==> run_1/pins.png <==
Scale bar: 20 um. Pins as bars across the die edge, other pins in gray.
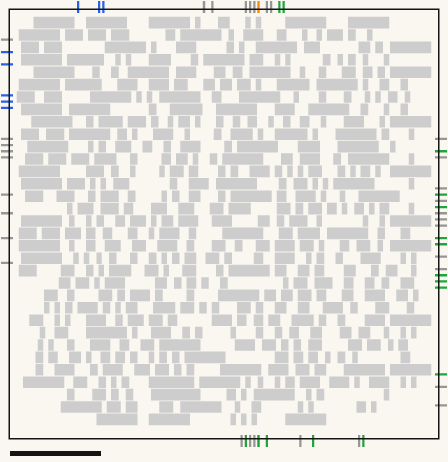
==> run_1/metal_stack.png <==
Scale bar: 20 um.
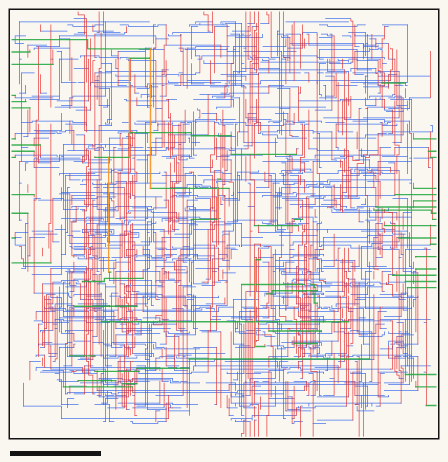
==> run_1/drive_strength.png <==
Scale bar: 20 um.
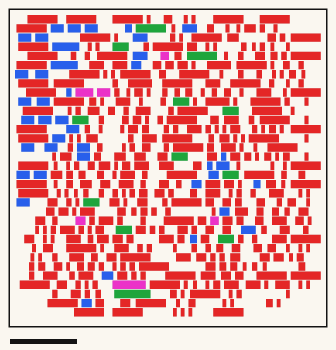
==> run_1/final_placement.png <==
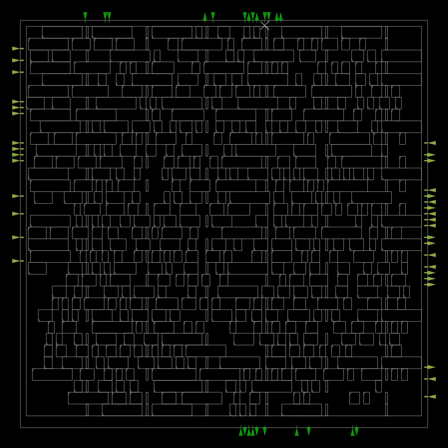
$ cat src/rtl/regression_mac_if.sv
// Handshake and data bundle between the feature/weight source, the
// regression MAC stage and the prediction consumer.
interface regression_mac_if;
    logic        start;
    logic [15:0] bias;
    logic        in_valid;
    logic        in_ready;
    logic [7:0]  x;
    logic [7:0]  w;
    logic        out_valid;
    logic        out_ready;
    logic [15:0] y;
    logic        overflow;
    logic        busy;

    // Producer/consumer side: drives the request and pairs, observes the result.
    modport master (
        output start, bias, in_valid, x, w, out_ready,
        input  in_ready, out_valid, y, overflow, busy
    );

    // MAC side.
    modport slave (
        input  start, bias, in_valid, x, w, out_ready,
        output in_ready, out_valid, y, overflow, busy
    );
endinterface

$ cat src/rtl/regression_mac.sv
// Sequential multiply-accumulate stage of the linear-regression datapath:
// y = bias + sum(x_i * w_i) over N_FEATURES unsigned 8-bit pairs. Each product
// comes from an 8-cycle shift-and-add multiplier. It is then folded into the
// accumulator through a single 16-bit adder, whose carry-out sets a sticky
// overflow flag.

// 16-bit adder with carry in/out; the carry-out is what feeds the overflow flag.
module additionneur_16bit (
    input  logic [15:0] a,
    input  logic [15:0] b,
    input  logic        rin,
    output logic [15:0] s,
    output logic        rout
);
    assign {rout, s} = {1'b0, a} + {1'b0, b} + {16'd0, rin};
endmodule

module regression_mac #(
    parameter int N_FEATURES = 4
) (
    input  logic            clk,
    input  logic            rst_n,
    regression_mac_if.slave bus
);
    typedef enum logic [2:0] {
        IDLE   = 3'd0,
        ACCEPT = 3'd1,
        MUL    = 3'd2,
        ADD    = 3'd3,
        DONE   = 3'd4
    } state_t;

    // Value of the pair counter while the last pair is being added.
    localparam logic [7:0] LAST_CNT = 8'(N_FEATURES - 1);

    state_t      state_reg;
    state_t      state_next;
    logic [15:0] acc_reg;
    logic [15:0] prod_reg;
    logic [7:0]  xr_reg;
    logic [7:0]  wr_reg;
    logic [7:0]  cnt_reg;
    logic [2:0]  bit_reg;
    logic        ovf_reg;

    logic [15:0] sum;
    logic        carry;
    logic [15:0] partial;

    // Shifted multiplicand for the current multiplier bit; the largest running
    // product is 255*255, so the 16-bit add in MUL never overflows.
    assign partial = {8'd0, xr_reg} << bit_reg;

    additionneur_16bit u_add (
        .a    (acc_reg),
        .b    (prod_reg),
        .rin  (1'b0),
        .s    (sum),
        .rout (carry)
    );

    // State register.
    always_ff @(posedge clk or negedge rst_n) begin
        if (!rst_n) begin
            state_reg <= IDLE;
        end else begin
            state_reg <= state_next;
        end
    end

    // Next-state decode; start is only looked at in IDLE, in_valid only in ACCEPT.
    always_comb begin
        state_next = state_reg;
        case (state_reg)
            IDLE:    if (bus.start)     state_next = ACCEPT;
            ACCEPT:  if (bus.in_valid)  state_next = MUL;
            MUL:     if (bit_reg == 3'd7) state_next = ADD;
            ADD:     state_next = (cnt_reg == LAST_CNT) ? DONE : ACCEPT;
            DONE:    if (bus.out_ready) state_next = IDLE;
            default: state_next = IDLE;
        endcase
    end

    // Handshake outputs decoded purely from the state.
    always_comb begin
        bus.in_ready  = 1'b0;
        bus.out_valid = 1'b0;
        bus.busy      = 1'b1;
        case (state_reg)
            IDLE:    bus.busy      = 1'b0;
            ACCEPT:  bus.in_ready  = 1'b1;
            DONE:    bus.out_valid = 1'b1;
            default: bus.busy      = 1'b1;
        endcase
    end

    // Datapath: latch bias/pairs, shift-and-add multiply, accumulate with sticky carry.
    always_ff @(posedge clk or negedge rst_n) begin
        if (!rst_n) begin
            acc_reg  <= 16'd0;
            prod_reg <= 16'd0;
            xr_reg   <= 8'd0;
            wr_reg   <= 8'd0;
            cnt_reg  <= 8'd0;
            bit_reg  <= 3'd0;
            ovf_reg  <= 1'b0;
        end else begin
            case (state_reg)
                IDLE: begin
                    if (bus.start) begin
                        acc_reg <= bus.bias;
                        cnt_reg <= 8'd0;
                        ovf_reg <= 1'b0;
                    end
                end
                ACCEPT: begin
                    if (bus.in_valid) begin
                        xr_reg   <= bus.x;
                        wr_reg   <= bus.w;
                        prod_reg <= 16'd0;
                        bit_reg  <= 3'd0;
                    end
                end
                MUL: begin
                    if (wr_reg[bit_reg]) begin
                        prod_reg <= prod_reg + partial;
                    end
                    bit_reg <= bit_reg + 3'd1;
                end
                ADD: begin
                    acc_reg <= sum;
                    ovf_reg <= ovf_reg | carry;
                    cnt_reg <= cnt_reg + 8'd1;
                end
                default: begin
                end
            endcase
        end
    end

    // Result is the accumulator itself; it only changes in IDLE/ADD, so it is
    // stable for the whole time DONE waits on the consumer.
    assign bus.y        = acc_reg;
    assign bus.overflow = ovf_reg;

endmodule
$ cat src/flat_wrapper.sv
// flat-port wrapper written by rule: the top's interface ports become plain ports
module regression_mac_flat 
#(
    parameter int N_FEATURES = 4
)
  (clk, rst_n, bus_start, bus_bias, bus_in_valid, bus_x, bus_w, bus_out_ready, bus_in_ready, bus_out_valid, bus_y, bus_overflow, bus_busy);
  regression_mac_if bus_i ();
  input  logic clk;
  input  logic rst_n;
  input wire logic [$bits(bus_i.start)-1:0] bus_start;
  input wire logic [$bits(bus_i.bias)-1:0] bus_bias;
  input wire logic [$bits(bus_i.in_valid)-1:0] bus_in_valid;
  input wire logic [$bits(bus_i.x)-1:0] bus_x;
  input wire logic [$bits(bus_i.w)-1:0] bus_w;
  input wire logic [$bits(bus_i.out_ready)-1:0] bus_out_ready;
  output wire logic [$bits(bus_i.in_ready)-1:0] bus_in_ready;
  output wire logic [$bits(bus_i.out_valid)-1:0] bus_out_valid;
  output wire logic [$bits(bus_i.y)-1:0] bus_y;
  output wire logic [$bits(bus_i.overflow)-1:0] bus_overflow;
  output wire logic [$bits(bus_i.busy)-1:0] bus_busy;
  assign bus_i.start = bus_start;
  assign bus_i.bias = bus_bias;
  assign bus_i.in_valid = bus_in_valid;
  assign bus_i.x = bus_x;
  assign bus_i.w = bus_w;
  assign bus_i.out_ready = bus_out_ready;
  assign bus_in_ready = bus_i.in_ready;
  assign bus_out_valid = bus_i.out_valid;
  assign bus_y = bus_i.y;
  assign bus_overflow = bus_i.overflow;
  assign bus_busy = bus_i.busy;
  regression_mac #(.N_FEATURES(N_FEATURES)) u_core (.clk(clk), .rst_n(rst_n), .bus(bus_i));
endmodule
$ cat config.mk
export PLATFORM = sky130hd
export DESIGN_NAME = regression_mac_flat
export DESIGN_NICKNAME = d
export VERILOG_FILES = /design/src/rtl/regression_mac_if.sv /design/src/rtl/regression_mac.sv /design/src/flat_wrapper.sv
export SDC_FILE = /design/constraint.sdc
export NUM_CORES = 1
export LEC_CHECK = 0
export CELL_PAD_IN_SITES_DETAIL_PLACEMENT = 1
export CELL_PAD_IN_SITES_GLOBAL_PLACEMENT = 1
export CORE_UTILIZATION = 53
export CTS_CLUSTER_SIZE = 40
export DETAILED_ROUTE_END_ITERATION = 10
export DONT_BUFFER_PORTS = 1
export HOLD_SLACK_MARGIN = 0.15
export PLACE_DENSITY_LB_ADDON = 0.1
export SYNTH_ARGS = -nofsm -noshare
export SYNTH_HDL_FRONTEND = slang
export SYNTH_HIERARCHICAL = 1
export SYNTH_SLANG_ARGS = --single-unit
$ cat constraint.sdc
create_clock -name clk -period 5.8 [get_ports clk]
set_input_delay 1.16 -clock clk [delete_from_list [all_inputs] [get_ports clk]]
set_output_delay 1.16 -clock clk [all_outputs]
set_load 0.1 [all_outputs]
==> results.yml, run 1 <==
# implementation run metrics
outcome:
  status: "complete, but fails checks"
  violations: "DRC"
clock_tree:
  clkTransAtPathRegs_ns: 0.07
  cts_tree: "yes"
  htreeDepth: 3
  numCtsBuffers: 9
  post-cts-setup-buffers: 0
  clock_tree.root_cell: "clkbuf_8"
  cts_resized: 0
  insertion_delay_ns: 0.35
  postCtsHoldBufs: 0
  cts_max_path_buffers: 2
  cts.sinks: 63
routing:
  drc: 2
  num_vias: 3713
  drt-vias-per-instance: 6.219
  ant_nets: 0
  drt_first_pass_iters: 7
  drt_iter0_drc: 117
flow_run:
  tool_warnings: 26
  cap_viol_max_count: 0
final_timing:
  tightest_slew_ns: 1.001
  fin_crit_ns: 3.333
  clock.fmax_mhz: 300.0
  rsz0062_at_grt: "false"
  slew_headroom_pct: 33.30
  timing.final.max_slew_violations: 0
  worst_hold_slack_ns: 0.5011
  setup-violations-final: 0
  finalSetupTns_ns: 0
  fin_skew_ns: 0.01023
  post-route-period-util_pct: 57.46
  hold_viol: 0
finish:
  nFillCells: 947
  fin_util_pct: 58.22
  comb_area_mm2: 0.002771
  antennaDiodeCount: 0
  drive_above_1_share_pct: 11.79
  regArea_mm2: 0.001577
  final_nets: 560
place:
  place.gp.congestion: 0.9065
  place_inst: 581
  place_area_mm2: 0.004571
  pre_cts_slack_ns: 2.491
  dpl.hpwl_mm: 8.505
floorplanning:
  pin_count: 57
  core_mm2: 0.008175
  fp-utilization_pct: 54.73
  die_area_mm2: 0.008813
yosys:
  syn_nets: 568
  synthFlopType: "dfrtp_1"
  ys_warn_count: 6
  muxShareOfSynthArea_pct: 8.641
  ys_cells: 495
  ys_area_mm2: 0.004474
  adder_share_pct: 10.57
  ys_sh_xor_pct: 5.285
  edf_count: 0
  avgSynthCellArea_um2: 9.039
  async_reset_ff_share_pct: 100.0
  aoi_share_pct: 18.71
  synth_cell_types: 62
  synthSimpleGateAreaFrac_pct: 18.43
  netlist_area_mm2: 0.004474
  syn_inst: 495
  top_logic_kind: "AND-OR/OR-AND gates"
  ys_seq_share_pct: 35.23
  ys.flops: 63
worst_hold_path:
  min_path_type: "in -> async"
critical_path:
  worst-setup-path-type: "reg -> reg"
  rr_worst_depth: 12
  worstPathRequired_ns: 6.03
  crit_fanout: 14
  crit_path_end_kind: "flop"
  start_kind: "flop"
  arrival_ns: 3.56
  r2r_slack_ns: 2.47
global_routing:
  gr-total-overflow: 0
  grt_max_degree: 64
  grt_pass1_wl_mm: 19.44
  antenna_found_initial: 0
  grt_pass1_vias: 3950
Back to the opening pictures, pins.png:
port	color	pins	direction	edge
`bus_y`	green	16	output	9 right, 5 bottom, 2 top
`bus_w`	blue	8	input	5 left, 3 top
`bus_out_valid`	orange	1	output	top
all pins by edge	20 right, 14 left, 13 top, 10 bottom
Die X: 93.88 um
Port Buf Inserts: 0
Die H: 93.88 um

Back to the opening pictures, metal_stack.png:
layer	color	wire length
met2	red	5,750 um
met1	blue	5,200 um
met3	green	516 um
met4	orange	105 um
total wire length: 11.57 mm
drt wl/cell: 19.39 um
overall routing resource usage: 28.35%

Back to the opening pictures, drive_strength.png:
size	color	cells
drive 1 or less	red	434
drive 2	blue	40
drive 6 and up	green	12
drive 3 to 4	magenta	6
Area Overhead vs Synth: 6.376%
post-route worst setup slack: 2.467 ns
Non-CTS buffers: 3
design area: 0.004760 mm^2

Back to the opening pictures, final_placement.png:
Non-Filler Instances: 597
site row count: 33
n_taps: 105

run 1: final cells by class:
| cell class | instances | share of cell area [%] |
|---|---|---|
| multi-input combinational | 401 | 58.23 |
| sequential | 63 | 33.12 |
| tap | 105 | 2.760 |
| clock buffer | 10 | 2.681 |
| clock inverter | 6 | 1.288 |
| timing repair buffer | 3 | 1.209 |
| inverter | 9 | 0.7098 |
run 1: worst paths after layout:
check,endpoint,from
worst min register to register,u_core/cnt_reg[7],u_core/cnt_reg[7]
worst min-delay path,u_core/bus.y[11],rst_n
max in group asynchronous,u_core/bit_reg[2],rst_n
min in group clk,u_core/cnt_reg[7],u_core/cnt_reg[7]
worst max register to register,u_core/prod_reg[15],u_core/bit_reg[0]
worst max-delay path,u_core/prod_reg[15],u_core/bit_reg[0]
run 1: synthesized netlist by cell type (5+ instances only):
master | n | area, um^2
nor2_1 | 38 | 142.6
mux2i_1 | 9 | 90.09
xnor2_1 | 14 | 122.6
dfrtp_1 | 63 | 1577
nand3_1 | 29 | 145.1
a21o_1 | 11 | 82.58
o21ai_0 | 34 | 170.2
nor2b_1 | 5 | 31.28
and2_1 | 5 | 31.28
inv_1 | 9 | 33.78
o211ai_1 | 6 | 45.04
a31oi_1 | 20 | 125.1
xor2_1 | 13 | 113.9
clkbuf_1 | 13 | 48.80
mux2_2 | 21 | 236.5
ha_1 | 33 | 412.9
nor3_1 | 7 | 35.03
nand2_1 | 67 | 251.5
a21oi_1 | 24 | 120.1
run 1: worst max-delay path, stage by stage (launching register included):
cell     delay, ns
dfrtp_1       0.68
mux2_2        0.41
nand2_1       0.07
o21ai_0       0.12
nand2_1       0.10
o21ai_0       0.08
ha_1          0.36
a21o_1        0.24
a221o_1       0.32
a31o_1        0.24
o41ai_4       0.32
o31ai_1       0.11
a31o_1        0.19
run 1: cell usage in the layout (no fill, tap or decap), types with 3 or more instances in the layout:
master,netlist,routed
nor2_1,38,38
ha_1,33,33
nor3_1,7,7
a21o_1,11,11
a31oi_1,20,20
a211oi_1,3,3
o21a_1,4,4
a21oi_1,24,24
xnor2_1,14,14
fa_1,3,3
dfrtp_1,63,63
inv_1,9,9
o21ai_0,34,34
nand3_1,29,29
clkinv_2,0,3
xor2_1,13,13
and3_1,3,3
and2_1,5,5
nor2b_1,5,5
nand4_1,4,4
o211ai_1,6,6
nand2_1,67,67
clkbuf_8,0,9
mux2_2,21,21
o22ai_1,4,4
nor3b_2,1,3
mux2i_1,9,9
run 1: layer usage:
layer / vias up / routed length (um) / GRT usage [%]
met4: 0 / 105 / 9.487
met5: - / 0 / 0
met1: 1839 / 5200 / 36.48
met3: 11 / 516 / 5.663
met2: 88 / 5752 / 47.38
li1: 1775 / - / -
--- run 2 (diff from run 1) ---
CORE_UTILIZATION = 49   (was 53)
clock period = 3.1 ns   (was 5.8 ns; I/O delays follow)
==> run_2/drive_strength.png <==
Scale bar: 20 um.
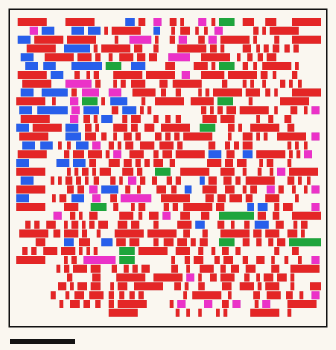
size	color	cells
drive 1 or less	red	425
drive 6 and up	green	13
drive 3 to 4	magenta	38
drive 2	blue	44
Area Overhead vs Synth: 12.75%
post-route worst setup slack: 0.1030 ns
Non-CTS buffers: 32
design area: 0.005045 mm^2

==> run_2/met4.png <==
Supply wires on this layer in gray.
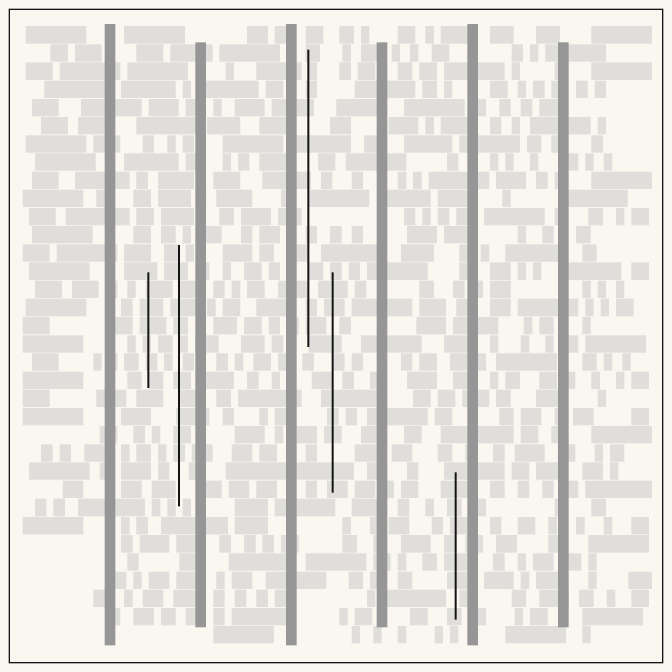
longest straight run	44.2 um
nets with wire on the layer	4
main direction	vertical
total wire length: 11.94 mm
DR vias: 3,839

==> run 2 against run 1 <==
Against the previous run:
- the run now ends clean
- synthesized area is the same
- wire length is 3.2% higher
- utilization down 0.65 points
- sequential share of layout area down 1.8 points
- clock-buffer cell count increased by 2
- final cell count rose by 5.2%
- clock skew about the same
==> results.yml, run 2 <==
# implementation run metrics
clock_tree:
  htreeDepth: 3
  cts_tree: "yes"
  cts.sinks: 63
  clock_tree.root_cell: "clkbuf_8"
  cts_max_path_buffers: 2
  clkTransAtPathRegs_ns: 0.07
  insertion_delay_ns: 0.35
  numCtsBuffers: 9
floorplanning:
  die_w_um: 97.56
  die_y_um: 97.56
  fp-utilization_pct: 51.06
  core_mm2: 0.008763
  die_area_mm2: 0.009517
  rows: 34
  pin_count: 57
global_routing:
  gr-total-overflow: 0
  grt_pass1_vias: 4035
  grtUsageTotal_pct: 25.48
  grt_pass1_wl_mm: 19.44
  grt_max_degree: 64
  antenna_found_initial: 0
routing:
  routedWlPerCell_um: 19.01
  drt_first_pass_iters: 4
  ant_nets: 0
  drc: 0
  drt_iter0_drc: 137
  drt-vias-per-instance: 6.113
yosys:
  ys_cells: 495
  top_area_share_pct: 35.23
  netlist_area_mm2: 0.004474
  ys.flops: 63
  syn_nets: 568
  avgSynthCellArea_um2: 9.039
  area_leaders: "dfrtp_1, ha_1, nand2_1"
  yosys.area.top_type: "dfrtp_1"
  syn_inst: 495
  synth_cell_types: 62
  ys_area_mm2: 0.004474
  edf_count: 0
  async_reset_ff_share_pct: 100.0
  most_common_cell: "nand2_1"
  ys_seq_share_pct: 35.23
  ys_warn_count: 6
  synthFlopType: "dfrtp_1"
  ys_top_cells_by_count: "nand2_1, dfrtp_1, nor2_1"
finish:
  comb_area_mm2: 0.002836
  lay_top_count: "nand2_1"
  regArea_mm2: 0.001579
  final_cell_mix: "nand2_1, dfrtp_1, nor2_1, o21ai_0, ha_1"
  drive_above_1_share_pct: 18.27
  antennaDiodeCount: 0
  final_nets: 589
  nFillCells: 1014
critical_path:
  arrival_ns: 3.23
  worst-setup-path-type: "reg -> reg"
  start_kind: "flop"
  worstPathRequired_ns: 3.33
  crit_path_end_kind: "flop"
  crit_fanout: 6
place:
  dpl.hpwl_mm: 8.573
  place.gp.congestion: 0.8813
  place.port_buffers: 0
final_timing:
  finalSetupTns_ns: 0
  post-route-period-util_pct: 96.68
  clock.fmax_mhz: 333.7
  hold_viol: 0
  worst_hold_slack_ns: 0.4151
  setup-violations-final: 0
  slew_headroom_pct: 39.82
  timing.final.max_slew_violations: 0
  fin_crit_ns: 2.997
  tightest_slew_ns: 0.9028
  rsz0062_at_grt: "false"
  fin_skew_ns: 0.01062
worst_hold_path:
  min_path_type: "in -> reg"
flow_run:
  tool_warnings: 26
  cap_viol_max_count: 0
outcome:
  status: "complete, no violations"
-- run 2: netlist changes by cell type in the layout (fill, tap and decap cells not counted), moves of 2 or more --
cell       change
buf_4         +28
mux2i_1        -3
clkbuf_16      -2
clkbuf_8       +2
clkinv_2       -2
dfrtp_1        -2
dfrtp_2        +2
ha_1           -2
ha_2           +2
mux2i_2        +2
nor3b_2        -2
nor3b_4        +2
-- run 2: worst max-delay path: stages, from the launching register on --
cell	delay (ns)
dfrtp_2	0.42
buf_4	0.13
mux2_2	0.36
mux2i_2	0.20
o22ai_1	0.13
ha_1	0.30
and2_1	0.20
a221o_1	0.31
a31o_1	0.24
o41ai_4	0.27
o31ai_1	0.13
a31o_1	0.19
-- run 2: logic make-up (layout without fill, tap and decap cells) --
kind of cell | Yosys count | in the layout | share of synthesized area (%)
buffers and inverters | 31 | 56 | 3.048
flip-flops | 63 | 63 | 35.23
adder cells (fa/ha/maj) | 36 | 36 | 10.57
AND-OR/OR-AND | 128 | 128 | 18.71
XOR/XNOR | 27 | 27 | 5.285
other | 1 | 1 | 0.08381
AND/OR/NAND/NOR | 176 | 176 | 18.43
multiplexers | 33 | 33 | 8.641
-- run 2: what timing repair did --
action,CTS,global route
resized,1,14
buffers inserted,0,3
hold buffers,2,0
setup endpoints to repair,2,3
pin swaps,0,1
hold endpoints to repair,63,0
-- run 2: layout make-up --
cell class / count / area share (%)
Clock inverter: 3 / 0.8433
Inverter: 9 / 0.6696
Timing Repair Buffer: 32 / 5.208
Clock buffer: 12 / 3.075
Tap cell: 108 / 2.679
Multi-Input combinational cell: 401 / 56.23
Sequential cell: 63 / 31.30
-- run 2: path summary, 6_finish.rpt --
kind | startpoint | to | slack [ns] | cells after the start
setup / recovery | u_core/bit_reg[0] | u_core/prod_reg[15] | 0.10 | 11
setup reg to reg | u_core/bit_reg[0] | u_core/prod_reg[15] | 0.10 | 11
max in group asynchronous | rst_n | u_core/bit_reg[0] | 1.99 | 2
min in group asynchronous | rst_n | u_core/bus.y[13] | 0.81 | 2
hold / removal | bus_bias[12] | u_core/bus.y[12] | 0.42 | 2
hold reg to reg | u_core/wr_reg[0] | u_core/wr_reg[0] | 0.51 | 1
-- run 2: stage by stage --
stage | instance area (um^2) | util [%] | worst slack, ns | instances
finish | 5045 | 57.57 | 0.1030 | 628
global route | 5045 | 57.57 | 0.002772 | 628
CTS | 4969 | 56.70 | 0.06629 | 625
detailed placement | 4732 | 54.00 | 0.006128 | 608
global placement | 4732 | 54.00 | 0.1127 | 608
floorplan | 4486 | - | 0.08799 | 495
-- run 2: routing by layer --
layer	share of wire, %	GRT usage [%]
met5	0	0
met2	50	44.06
met1	45	32.17
met3	3.8	3.885
met4	1.3	9.163
--- run 3 (diff from run 2) ---
ABC_AREA = 1   (was unset)
CORE_UTILIZATION = 46   (was 49)
GPL_TIMING_DRIVEN = 0   (was unset)
SETUP_SLACK_MARGIN = 0.15   (was unset)
==> run_3/met4.png <==
Supply wires on this layer in gray.
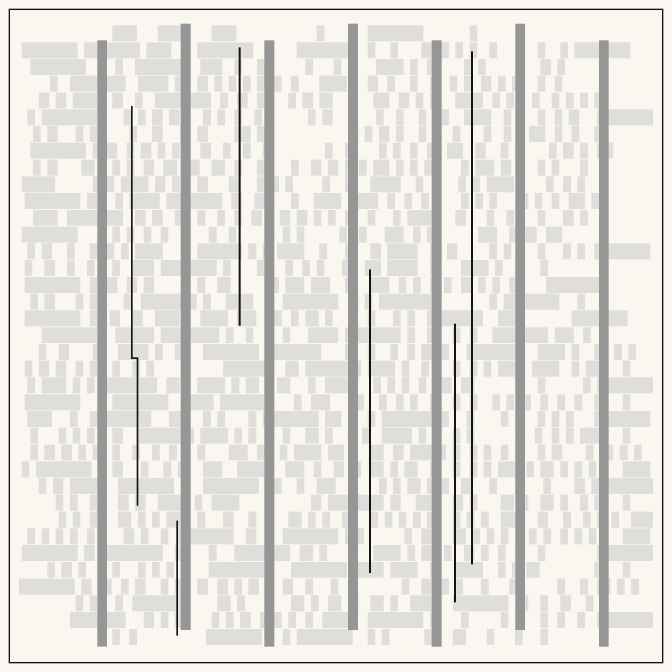
longest straight run	83.0 um
wire length on this layer	306 um
share of all routed wire	2.1%
DR vias: 4,687
total wire length: 14.38 mm

==> run_3/drive_strength.png <==
Scale bar: 20 um.
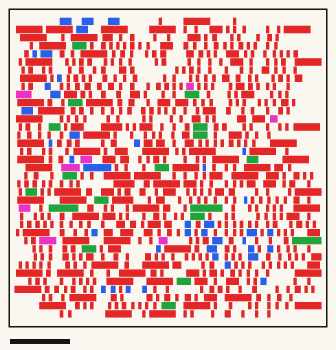
size	color	cells
drive 6 and up	green	18
drive 3 to 4	magenta	8
drive 1 or less	red	691
drive 2	blue	39
Non-CTS buffers: 21
post-route worst setup slack: 0.4147 ns

==> run 3 against run 2 <==
Against the previous run:
- critical path depth is 3 higher
- flip-flop count unchanged
- register-to-register slack better by 0.31 ns
- final cell count grew 42%
- first-iteration DRC count grew 62%
- synthesized cell count increased by 49%
- critical path type unchanged
- highest routed layer unchanged
==> results.yml, run 3 <==
# implementation run metrics
outcome:
  status: "complete, no violations"
flow_run:
  tool_warnings: 26
  cap_viol_max_count: 0
routing:
  drc: 0
  drt-vias-per-instance: 5.254
  routedWlPerCell_um: 16.12
  ant_nets: 0
  drt_iter0_drc: 222
  drt_first_pass_iters: 6
yosys:
  ys.flops: 63
  synthSimpleGateAreaFrac_pct: 35.23
  ys_seq_share_pct: 31.80
  synthFlopType: "dfrtp_1"
  yosys.area.top_type: "dfrtp_1"
  synth_cell_types: 36
  edf_count: 0
  ys_sh_xor_pct: 2.473
  ys_area_mm2: 0.004957
  netlist_area_mm2: 0.004957
  top_logic_kind: "simple AND/OR/NAND/NOR gates"
  async_reset_ff_share_pct: 100.0
  ys_top_cells_by_count: "nand2_1, inv_1, nor2_1"
  syn_inst: 736
  ys_cells: 736
  syn_nets: 809
  top_area_share_pct: 31.80
  aoi_share_pct: 8.531
  avgSynthCellArea_um2: 6.735
  muxShareOfSynthArea_pct: 2.070
  area_leaders: "dfrtp_1, nand2_1, ha_1"
  most_common_cell: "nand2_1"
  adder_share_pct: 9.541
  ys_warn_count: 6
place:
  dpl.hpwl_mm: 11.24
  place_inst: 874
  place.gp.congestion: 0.8731
  place.port_buffers: 0
  place_area_mm2: 0.005170
  pre_cts_slack_ns: 0.2585
critical_path:
  worst-setup-path-type: "reg -> reg"
  arrival_ns: 2.98
  worstPathRequired_ns: 3.40
  cp_slowest_cell: "dfrtp_1"
  crit_fanout: 10
  crit_path_end_kind: "flop"
  startpoint: "u_core/bit_reg[0]"
  max_stage_delay_ns: 0.48
  r2r_start: "u_core/bit_reg[0]"
  start_kind: "flop"
  crit_chain: "buf_2, mux2i_1, o21ai_0, nand2_1, o21ai_0, ha_1, nand2_1, nor2_1, nand3_1, nand2_1, nand2_1, a21oi_1, nand2_1, nand2_1"
  crit_path_frequent_cell: "nand2_1"
final_timing:
  tightest_slew_ns: 1.024
  fin_crit_ns: 2.685
  fin_skew_ns: 0.01216
  worst_hold_slack_ns: 0.4148
  post-route-period-util_pct: 86.62
  rsz0062_at_grt: "false"
  timing.final.max_slew_violations: 0
  finalSetupTns_ns: 0
  slew_headroom_pct: 31.73
  hold_viol: 0
  clock.fmax_mhz: 372.4
  setup-violations-final: 0
global_routing:
  grtUsageTotal_pct: 27.63
  busiest_layer: "met2"
  grtUsageMet1_pct: 34.89
  antenna_found_initial: 0
  gr-usage-met3_pct: 4.329
  grt_max_degree: 64
  grt_pass1_vias: 5009
  gr-total-overflow: 0
  grt_pass1_wl_mm: 24.00
  use_met2_pct: 47.67
finish:
  fin_util_pct: 52.26
  antennaDiodeCount: 0
  syn_to_final_growth_pct: 9.314
  finalNonFillerCells: 892
  lay_top_count: "nand2_1"
  nFillCells: 1403
  final_cell_mix: "nand2_1, inv_1, nor2_1, dfrtp_1, nand3_1"
  drive_above_1_share_pct: 8.598
  final_nets: 824
  finalInstanceArea_mm2: 0.005419
floorplanning:
  die_w_um: 105.8
  fp-utilization_pct: 47.80
  die_y_um: 105.8
  rows: 37
  pin_count: 57
  core_mm2: 0.01037
  die_area_mm2: 0.01120
clock_tree:
  cts_tree: "yes"
  clkTransAtPathRegs_ns: 0.07
  post-cts-setup-buffers: 0
  clock_tree.root_cell: "clkbuf_8"
  cts_max_path_buffers: 2
  htreeDepth: 3
  cts.sinks: 63
  insertion_delay_ns: 0.36
  numCtsBuffers: 9
worst_hold_path:
  min_path_type: "in -> reg"
  hp-start: "bus_x[5]"
==> run 3: netlist changes by cell type after synthesis, moves of 11 or more <==
cell	previous run	this run
a21o_1	11	0
xnor2_1	14	2
mux2_2	21	6
o21ai_0	34	23
inv_1	9	104
nor2_1	38	64
nand2_1	67	266
==> run 3: cell families after synthesis <==
kind of cell,Yosys count
buf+inv,126
simple gates,410
flops,63
compound gates,77
fa+ha+maj,36
other cells,1
xor+xnor,14
mux,9
==> run 3: cell type report <==
cell class	instances	area (um^2)	area share, %
clock inverter	2	37.54	0.6927
clock buffer	14	172.7	3.186
inverter	109	409.1	7.550
tap	136	170.2	3.140
timing repair buffer	4	68.82	1.270
multi-input combinational	547	2883	53.20
buffer	17	100.1	1.847
sequential	63	1578	29.12
==> run 3: layer usage <==
metal | vias up | share of wire (%)
met5 | - | 0
li1 | 2347 | -
met1 | 2248 | 45
met4 | 0 | 2.1
met2 | 75 | 49
met3 | 17 | 3.7
==> run 3: worst paths after layout <==
path | to | slack (ns) | cells after the start
setup / recovery | u_core/prod_reg[15] | 0.41 | 14
hold / removal | u_core/xr_reg[5] | 0.41 | 1
setup reg to reg | u_core/prod_reg[15] | 0.41 | 14
hold reg to reg | u_core/cnt_reg[0] | 0.51 | 1
max in group asynchronous | u_core/bus.y[0] | 1.98 | 2
min in group asynchronous | u_core/bus.y[10] | 0.79 | 2
==> run 3: repair_timing <==
item                       in CTS  in global routing
setup endpoints to repair       0                  1
gates resized                   0                  1
hold endpoints to repair       63                  0
hold buffers                    2                  0
==> run 3: worst max-delay path, delay by kind of cell (launching register included) <==
| family | cells | cell delay, ns |
|---|---|---|
| buffers and inverters | 1 | 0.26 |
| AND-OR/OR-AND | 3 | 0.45 |
| multiplexers | 1 | 0.26 |
| AND/OR/NAND/NOR | 8 | 0.77 |
| flip-flops | 1 | 0.48 |
| adder cells (fa/ha/maj) | 1 | 0.40 |
